$ cat config.mk
export PLATFORM = sky130hd
export DESIGN_NAME = cp_remover
export DESIGN_NICKNAME = d
export VERILOG_FILES = /design/src/rtl/cp_remover.sv
export SDC_FILE = /design/constraint.sdc
export NUM_CORES = 1
export LEC_CHECK = 0
export ABC_CLOCK_PERIOD_IN_PS = 4200
export CAP_MARGIN = 20
export CORE_MARGIN = 5
export CORE_UTILIZATION = 35
export CTS_BUF_LIST = sky130_fd_sc_hd__clkbuf_4
export CTS_CLUSTER_DIAMETER = 30
export DETAILED_ROUTE_END_ITERATION = 8
export GPL_ROUTABILITY_DRIVEN = 0
export GPL_TIMING_DRIVEN = 0
export PLACE_DENSITY_LB_ADDON = 0.15
export SLEW_MARGIN = 0
export SYNTH_ARGS = -nofsm -noshare
export SYNTH_HDL_FRONTEND = slang
export SYNTH_SLANG_ARGS = --single-unit
export TNS_END_PERCENT = 50
$ cat constraint.sdc
create_clock -name axis_aclk -period 4.2 [get_ports axis_aclk]
set_input_delay 0.84 -clock axis_aclk [delete_from_list [all_inputs] [get_ports axis_aclk]]
set_output_delay 0.84 -clock axis_aclk [all_outputs]
set_load 0.01 [all_outputs]
$ cat src/rtl/cp_remover.sv
// cp_remover: strips the cyclic prefix from every OFDM symbol of a
// synchronizer frame and forwards only the nfft+1 data samples per symbol
// to the receive FFT. Full AXI-Stream backpressure, one output register stage.
//
// Ports:
//   axis_aclk, axis_rst          clock, asynchronous active-high reset
//   s_axis_*                     frame samples from the synchronizer
//   m_axis_*                     CP-stripped samples; tlast = last sample of
//                                each symbol, tuser = symbol 0 sample 0
//   i_nfft, i_cp_len, i_symbols  frame geometry, latched on a frame's first beat
//   o_frame_err                  1-cycle pulse on input tlast / frame length mismatch
//   o_frame_cnt, o_err_cnt       frame statistics
//
// Optional feature: define CP_REMOVER_STATS_EN to make o_frame_cnt/o_err_cnt
// live saturating counters; otherwise both are tied to zero.
module cp_remover #(
  parameter  int unsigned g_DATA_W = 32,
  localparam int unsigned KEEP_W   = g_DATA_W / 8,
  localparam int unsigned NFFT_W   = 14,
  localparam int unsigned CP_W     = 12,
  localparam int unsigned SYM_W    = 4,
  localparam int unsigned CNT_W    = 16
) (
  input  logic                axis_aclk,
  input  logic                axis_rst,
  input  logic [g_DATA_W-1:0] s_axis_tdata,
  input  logic                s_axis_tvalid,
  input  logic                s_axis_tlast,
  output logic                s_axis_tready,
  output logic [g_DATA_W-1:0] m_axis_tdata,
  output logic                m_axis_tvalid,
  output logic                m_axis_tlast,
  output logic                m_axis_tuser,
  output logic [KEEP_W-1:0]   m_axis_tkeep,
  input  logic                m_axis_tready,
  input  logic [NFFT_W-1:0]   i_nfft,
  input  logic [CP_W-1:0]     i_cp_len,
  input  logic [SYM_W-1:0]    i_symbols,
  output logic                o_frame_err,
  output logic [CNT_W-1:0]    o_frame_cnt,
  output logic [CNT_W-1:0]    o_err_cnt
);

  typedef enum logic [1:0] {IDLE, CP, DATA, DRAIN} state_t;

  state_t             state_q, state_d;
  logic [NFFT_W-1:0]  nfft_q, cfg_nfft, sample_cnt_q, sample_cnt_d, cur_sample;
  logic [CP_W-1:0]    cp_len_q, cfg_cp, cp_cnt_q, cp_cnt_d;
  logic [SYM_W-1:0]   symbols_q, cfg_sym, sym_cnt_q, sym_cnt_d, cur_sym;
  logic               run_q, accept, data_beat;
  logic               fwd, fwd_last, fwd_user, frame_err_d, frame_done;

  // run_q keeps the input stalled while in reset and for the first edge after it
  assign s_axis_tready = run_q & (~m_axis_tvalid | m_axis_tready);
  assign accept        = s_axis_tvalid & s_axis_tready;

  // The first beat of a frame is decoded with the live config; later beats
  // use the copy latched on that first beat.
  assign cfg_nfft   = (state_q == IDLE) ? i_nfft    : nfft_q;
  assign cfg_cp     = (state_q == IDLE) ? i_cp_len  : cp_len_q;
  assign cfg_sym    = (state_q == IDLE) ? i_symbols : symbols_q;
  assign cur_sample = (state_q == IDLE) ? '0 : sample_cnt_q;
  assign cur_sym    = (state_q == IDLE) ? '0 : sym_cnt_q;

  // Next-state / beat classification
  always_comb begin
    state_d      = state_q;
    cp_cnt_d     = cp_cnt_q;
    sample_cnt_d = sample_cnt_q;
    sym_cnt_d    = sym_cnt_q;
    data_beat    = 1'b0;
    fwd          = 1'b0;
    fwd_last     = 1'b0;
    fwd_user     = 1'b0;
    frame_err_d  = 1'b0;
    frame_done   = 1'b0;

    if (accept) begin
      case (state_q)
        IDLE: begin
          sample_cnt_d = '0;
          sym_cnt_d    = '0;
          if (cfg_cp == '0) begin
            data_beat = 1'b1;
          end else if (s_axis_tlast) begin
            frame_err_d = 1'b1;
          end else if (cfg_cp == CP_W'(1)) begin
            state_d = DATA;
          end else begin
            // this beat is CP sample 0
            state_d  = CP;
            cp_cnt_d = CP_W'(1);
          end
        end
        CP: begin
          if (s_axis_tlast) begin
            frame_err_d = 1'b1;
            state_d     = IDLE;
          end else if (cp_cnt_q == cfg_cp - CP_W'(1)) begin
            state_d = DATA;
          end else begin
            cp_cnt_d = cp_cnt_q + CP_W'(1);
          end
        end
        DATA:  data_beat = 1'b1;
        DRAIN: if (s_axis_tlast) state_d = IDLE;
        default: state_d = IDLE;
      endcase

      if (data_beat) begin
        fwd      = 1'b1;
        fwd_user = (cur_sample == '0) && (cur_sym == '0);
        if (cur_sample == cfg_nfft) begin
          fwd_last     = 1'b1;
          sample_cnt_d = '0;
          if (cur_sym == cfg_sym) begin
            // final sample of the frame: input tlast must coincide
            if (s_axis_tlast) begin
              frame_done = 1'b1;
              state_d    = IDLE;
            end else begin
              frame_err_d = 1'b1;
              state_d     = DRAIN;
            end
          end else if (s_axis_tlast) begin
            frame_err_d = 1'b1;
            state_d     = IDLE;
          end else begin
            sym_cnt_d = cur_sym + SYM_W'(1);
            cp_cnt_d  = '0;
            state_d   = (cfg_cp == '0) ? DATA : CP;
          end
        end else if (s_axis_tlast) begin
          fwd_last    = 1'b1;
          frame_err_d = 1'b1;
          state_d     = IDLE;
        end else begin
          sample_cnt_d = cur_sample + NFFT_W'(1);
          state_d      = DATA;
        end
      end
    end
  end

  // State register
  always_ff @(posedge axis_aclk or posedge axis_rst) begin
    if (axis_rst) state_q <= IDLE;
    else          state_q <= state_d;
  end

  // Counters and latched frame config
  always_ff @(posedge axis_aclk or posedge axis_rst) begin
    if (axis_rst) begin
      run_q        <= 1'b0;
      cp_cnt_q     <= '0;
      sample_cnt_q <= '0;
      sym_cnt_q    <= '0;
      nfft_q       <= '0;
      cp_len_q     <= '0;
      symbols_q    <= '0;
      o_frame_err  <= 1'b0;
    end else begin
      run_q        <= 1'b1;
      cp_cnt_q     <= cp_cnt_d;
      sample_cnt_q <= sample_cnt_d;
      sym_cnt_q    <= sym_cnt_d;
      o_frame_err  <= frame_err_d;
      if (accept && (state_q == IDLE)) begin
        nfft_q    <= i_nfft;
        cp_len_q  <= i_cp_len;
        symbols_q <= i_symbols;
      end
    end
  end

  // Output register stage; holds while the FFT stalls
  always_ff @(posedge axis_aclk or posedge axis_rst) begin
    if (axis_rst) begin
      m_axis_tvalid <= 1'b0;
      m_axis_tdata  <= '0;
      m_axis_tlast  <= 1'b0;
      m_axis_tuser  <= 1'b0;
      m_axis_tkeep  <= '0;
    end else if (fwd) begin
      m_axis_tvalid <= 1'b1;
      m_axis_tdata  <= s_axis_tdata;
      m_axis_tlast  <= fwd_last;
      m_axis_tuser  <= fwd_user;
      m_axis_tkeep  <= '1;
    end else if (m_axis_tready) begin
      m_axis_tvalid <= 1'b0;
      m_axis_tkeep  <= '0;
    end
  end

`ifdef CP_REMOVER_STATS_EN
  // Saturating frame statistics
  always_ff @(posedge axis_aclk or posedge axis_rst) begin
    if (axis_rst) begin
      o_frame_cnt <= '0;
      o_err_cnt   <= '0;
    end else begin
      if (frame_done && (o_frame_cnt != '1)) o_frame_cnt <= o_frame_cnt + CNT_W'(1);
      if (frame_err_d && (o_err_cnt != '1))  o_err_cnt   <= o_err_cnt + CNT_W'(1);
    end
  end
`else
  logic unused_stats;
  assign unused_stats = frame_done;
  assign o_frame_cnt  = '0;
  assign o_err_cnt    = '0;
`endif

endmodule
**Metal layers overlaid**

Drawn at 3 px/µm.
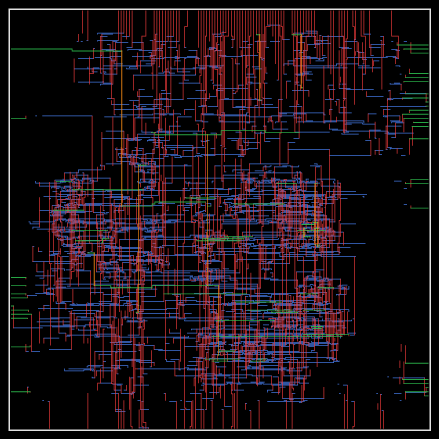
| color | layer | wire length |
|---|---|---|
| orange | met4 | 256 µm |
| blue | met1 | 6610 µm |
| green | met3 | 736 µm |
| red | met2 | 8440 µm |
Avg WL per Cell: 16.4 µm
vias: 5007

**Congestion heat map**

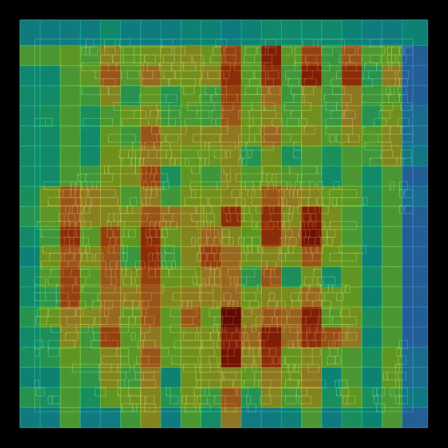
grt met1 use: 19.6%
Most Crowded Layer GR: met2
fin util: 45.8%
all-layer global routing usage: 16.0%

**Clock network drawn from the DEF**

Drawn at 3 px/µm.
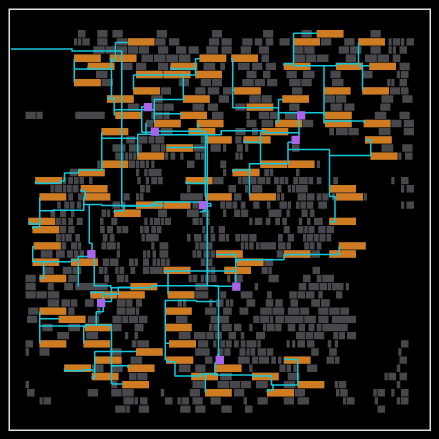
[orange] flip-flops | count: 99
[purple] cells driving clock nets | count: 9
[cyan] clock wires | length: 1390 µm
routed clock nets: 10
clk_lat worst skew: 0.47 ns
Clock Power Share: 12.2%
Clock Skew: 0.0214 ns

**Floorplan with the power grid**

Drawn at 3 px/µm. Pins as bars on the die edge. Tap cells in gray.
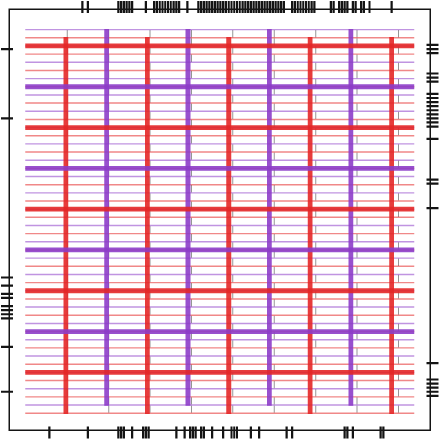
| color | net |
|---|---|
| red | VSS |
| purple | VDD |
met4 straps: 9
tap cells: 220
signal pins: 140
met5 straps: 9
Core Box Area: 16600 µm²
peak supply drop: 0.212 mV

**Cells colored by class**

Drawn at 3 px/µm. Fill, decap, tap and diode cells in gray.
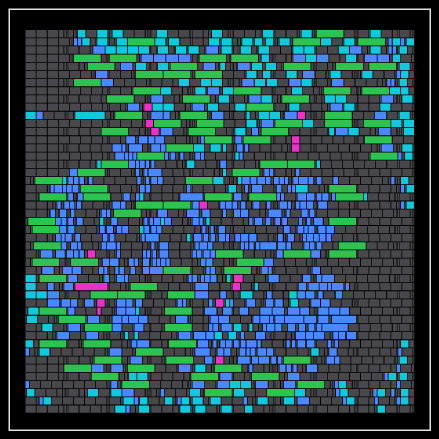
| color | class | cells | share of their area |
|---|---|---|---|
| magenta | clock drivers and dummy loads | 15 | 1.8% |
| cyan | other buffers and delay cells | 178 | 21% |
| green | flops | 99 | 34% |
| blue | all other logic | 465 | 43% |
post-route cell area: 7590 µm²
Seq area share: 32.6%
row count: 47

-- registers in the layout (all words and copies together) (netlist names) --
| name | cells |
|---|---|
| sym_cnt_q | 4 |
| run_q | 1 |
| nfft_q | 14 |
| m_axis_tuser | 1 |
| sample_cnt_q | 14 |
| m_axis_tlast | 1 |
| m_axis_tdata | 32 |
| m_axis_tkeep | 1 |
| cp_len_q | 12 |
| state_q | 2 |
| o_frame_err | 1 |
| symbols_q | 4 |
| cp_cnt_q | 12 |
-- cell type report --
class	count	area, µm²
inverters	15	58.8
clock buffers	9	67.6
repair buffers	114	1140
clock inverters	6	65.1
well taps	220	275
multi-input cells	450	3100
fillers	1606	8990
diodes	1	2.50
plain buffers	64	400
flip-flops and latches	99	2480
==> results.sh <==
# implementation run metrics
export IMPL_final_max_slew_viol_count=0
export IMPL_status="finished, final reports clean"
export IMPL_ys_sh_xor_pct=4.69
export IMPL_drc_errors=0
export IMPL_post_cts_setup_buffers=0
export IMPL_topCombFamilyByArea="simple AND/OR/NAND/NOR gates"
export IMPL_common_cells="99 x dfrtp_1, 65 x mux2_2, 57 x nand2_1"
export IMPL_muxShareOfSynthArea_pct=14.1
export IMPL_cts_root_buffer="clkbuf_4"
export IMPL_setup_viol=0
export IMPL_fa_ha_area_share_pct=1.70
export IMPL_worst_slew_pin_slew_ns=0.935
export IMPL_edf_count=0
export IMPL_cts_buffer_depth=2
export IMPL_tns_ns=0
export IMPL_synth_warnings=0
export IMPL_cp_arrival_ns=4.28
export IMPL_post_place_ws_ns=-0.234
export IMPL_critPathKind="reg2reg"
export IMPL_power_top_group="combinational cells"
export IMPL_grt_use_met2_pct=28.6
export IMPL_nets=828
export IMPL_synth_cells=597
export IMPL_grt_pass1_wl_mm=25.7
export IMPL_ys_cells=597
export IMPL_whs_ns=0.498
export IMPL_finalHoldViolations=0
export IMPL_die_w_um=140
export IMPL_grt_ovfl_total=0
export IMPL_fin_crit_sh_pct=93.4
export IMPL_p_per_area_nw_per_um2=555
export IMPL_cts_hold_buffers=0
export IMPL_area_leaders="dfrtp_1 42%, mux2_2 12%, buf_4 4.7%, nand2_1 3.6%, o21ai_0 3.1%"
export IMPL_synth_flop_count=99
export IMPL_avgSynthCellArea_um2=9.88
export IMPL_cts_buffers=9
export IMPL_p_leak_uw=0.00323
export IMPL_cp_common_cell="buf_6"
export IMPL_top_cell="dfrtp_1"
export IMPL_layout_drive_gt1_share_pct=18.9
export IMPL_h_tree_depth=3
export IMPL_combPwrFrac_pct=50.6
export IMPL_cts_tree="done"
export IMPL_drt_first_pass_iters=5
export IMPL_cp_max_fo=10
Power is estimated from default activity; no workload was simulated.
